==> config.mk <==
export PLATFORM = sky130hd
export DESIGN_NAME = acs_pm_engine
export DESIGN_NICKNAME = d
export VERILOG_FILES = /design/src/rtl/viterbi_pkg.sv /design/src/rtl/acs_butterfly.sv /design/src/rtl/acs_pm_engine.sv
export SDC_FILE = /design/constraint.sdc
export NUM_CORES = 1
export LEC_CHECK = 0
export CORE_ASPECT_RATIO = 1.25
export CORE_MARGIN = 2
export CORE_UTILIZATION = 23
export CTS_BUF_LIST = sky130_fd_sc_hd__clkbuf_2
export CTS_CLUSTER_SIZE = 20
export DETAILED_ROUTE_END_ITERATION = 12
export GPL_TIMING_DRIVEN = 0
export MAX_ROUTING_LAYER = met4
export REMOVE_ABC_BUFFERS = 1
export SLEW_MARGIN = 40
export SYNTH_ARGS = -nofsm -noshare
export SYNTH_HDL_FRONTEND = slang
export SYNTH_SLANG_ARGS = --single-unit
==> constraint.sdc <==
create_clock -name i_clk -period 15.6 [get_ports i_clk]
set_input_delay 3.12 -clock i_clk [delete_from_list [all_inputs] [get_ports i_clk]]
set_output_delay 3.12 -clock i_clk [all_outputs]
set_load 0.02 [all_outputs]
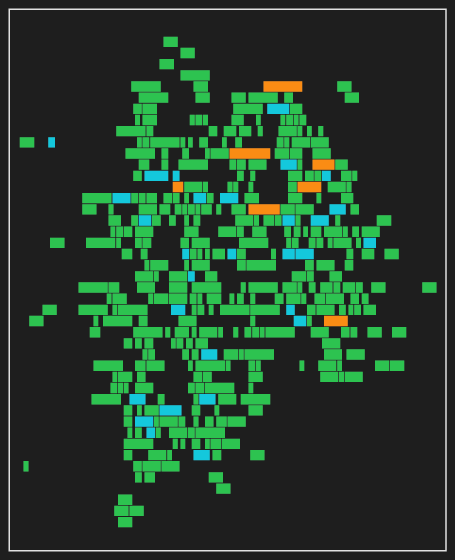
*Sizing map*
[orange] drive 3 to 4 | cells: 7 | share: 1.8% | most used: a21oi_4
[green] drive 1 or less | cells: 349 | share: 91% | most used: ha_1
[cyan] drive 2 | cells: 29 | share: 7.5% | most used: mux2_2
nonclk buf count: 32
Final WS setup: 5.67 ns
synth-to-layout area growth: 15.7%
Final Instance Area: 3460 um^2

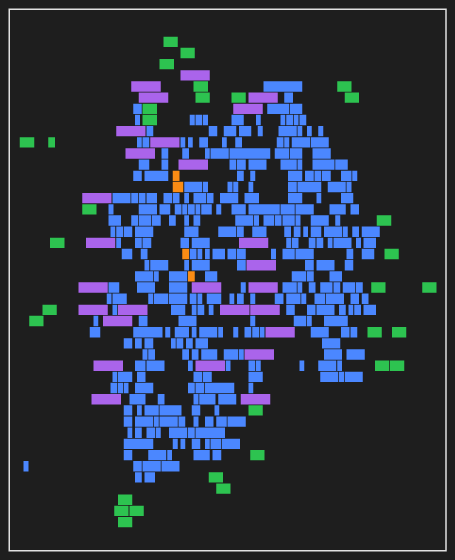
*Placed cells, one colour a class*
[blue] all other logic | cells: 322 | share of their area: 73%
[orange] clock drivers and dummy loads | cells: 4 | share of their area: 0.69%
[green] other buffers and delay cells | cells: 32 | share of their area: 9.7%
[purple] flops | cells: 27 | share of their area: 17%
FP Rows: 46
Placeable Area: 12700 um^2
sequential fraction of total cell area: 0.156
Finished Core Util: 0.272

==> qor.txt <==
post_cts resized -> 0
root buf cell -> clkbuf_2
DRC violations left -> 0
DP Worst Slack -> 5.36 ns
most frequent cell after synthesis -> ha_1
Slowest-stage cell, CP -> clkdlybuf4s50_1
sequential area share after synthesis -> 0.181
largest net degree at the start of global routing -> 28
vias post-DR -> 2595
top cell type's share of synthesized area -> 0.192
fin. max-slew vios -> 0
Syn Area/Cell -> 8.22 um^2
TritonCTS Buffers -> 3
post-route ant nets -> 0
die area -> 13900 um^2
aoi share -> 0.265
yosys warning tally -> 0
Multi-input gate area -> 2260 um^2
#FFs+latches synth -> 27
Max-slew headroom -> 0.545
Worst EP required -> 15.91 ns
Total GRT Usage -> 0.111
DR pass1 iterations -> 4
status -> finished, final reports clean
PwrDens -> 96.9 nW/um^2
Fin Setup TNS -> 0 ns
Yosys Instances -> 364
DR iter-0 viols -> 131
Leakage -> 1.41 nW
Worst Clk Skew -> 0.0225 ns
Worst-Margin Slew -> 0.681 ns
Dominant Register Cell -> dfxtp_1
share of cells above drive strength 1 -> 0.0935
register area -> 541 um^2
CP peak stage delay -> 0.54 ns
most used cell, CP -> ha_1
CTS Sinks -> 27
largest area contributor in the netlist -> ha_1
min Tclk post-route -> 9.93 ns
port bufs -> 32
-- cell families (layout without fill, tap and decap cells) --
logic type               count (synthesis)  after routing
AND-OR/OR-AND                          104            104
XOR/XNOR                                 7              7
adder cells (fa/ha/maj)                 50             50
buffers and inverters                   46             67
flip-flops                              27             27
multiplexers                            23             23
other                                    1              1
AND/OR/NAND/NOR                        106            106
-- layout make-up --
type                            instances  share of cell area
Inverter                               31              0.0336
Multi-Input combinational cell        291               0.652
Timing Repair Buffer                   32              0.0911
Clock buffer                            3             0.00434
Sequential cell                        27               0.156
Clock inverter                          1             0.00217
Tap cell                              168              0.0607
-- per-layer routing --
layer  wire, um  global-route usage  vias up  part of all wire
li1           -                   -     1330                 -
met1       3260               0.127     1202              0.44
met2       3700               0.197       45              0.50
met3        203              0.0134       18             0.027
met4        233              0.0409        0             0.032
met5          0                   -        -                 0
-- critical path: cells and delay by family --
kind / cells / cell delay (ns)
buffers and inverters: 4 / 0.78
adders and majority gates: 6 / 1.80
muxes: 3 / 0.76
and+or+nand+nor: 7 / 0.97
AOI/OAI and AO/OA: 15 / 2.79
-- layout by cell type, fill, tap and decap left out, types with 5 or more instances in the layout --
cell type and count:
a21o_1 5, a21oi_1 23, a31oi_1 10, and2_1 7, clkdlybuf4s50_1 31, dfxtp_1 27
ha_1 46, inv_1 31, mux2_2 6, mux2i_1 17, nand2_1 38, nand2b_1 8
nor2_1 22, nor2b_1 9, nor3_1 10, o21ai_0 23
-- report_power, final --
group          total (mW)  internal (mW)  switching, mW
registers          0.0820         0.0750        0.00704
logic               0.225         0.0971          0.128
clock network      0.0288        0.00594         0.0228
total               0.336          0.178          0.157
Power and IR drop assume default switching activity.
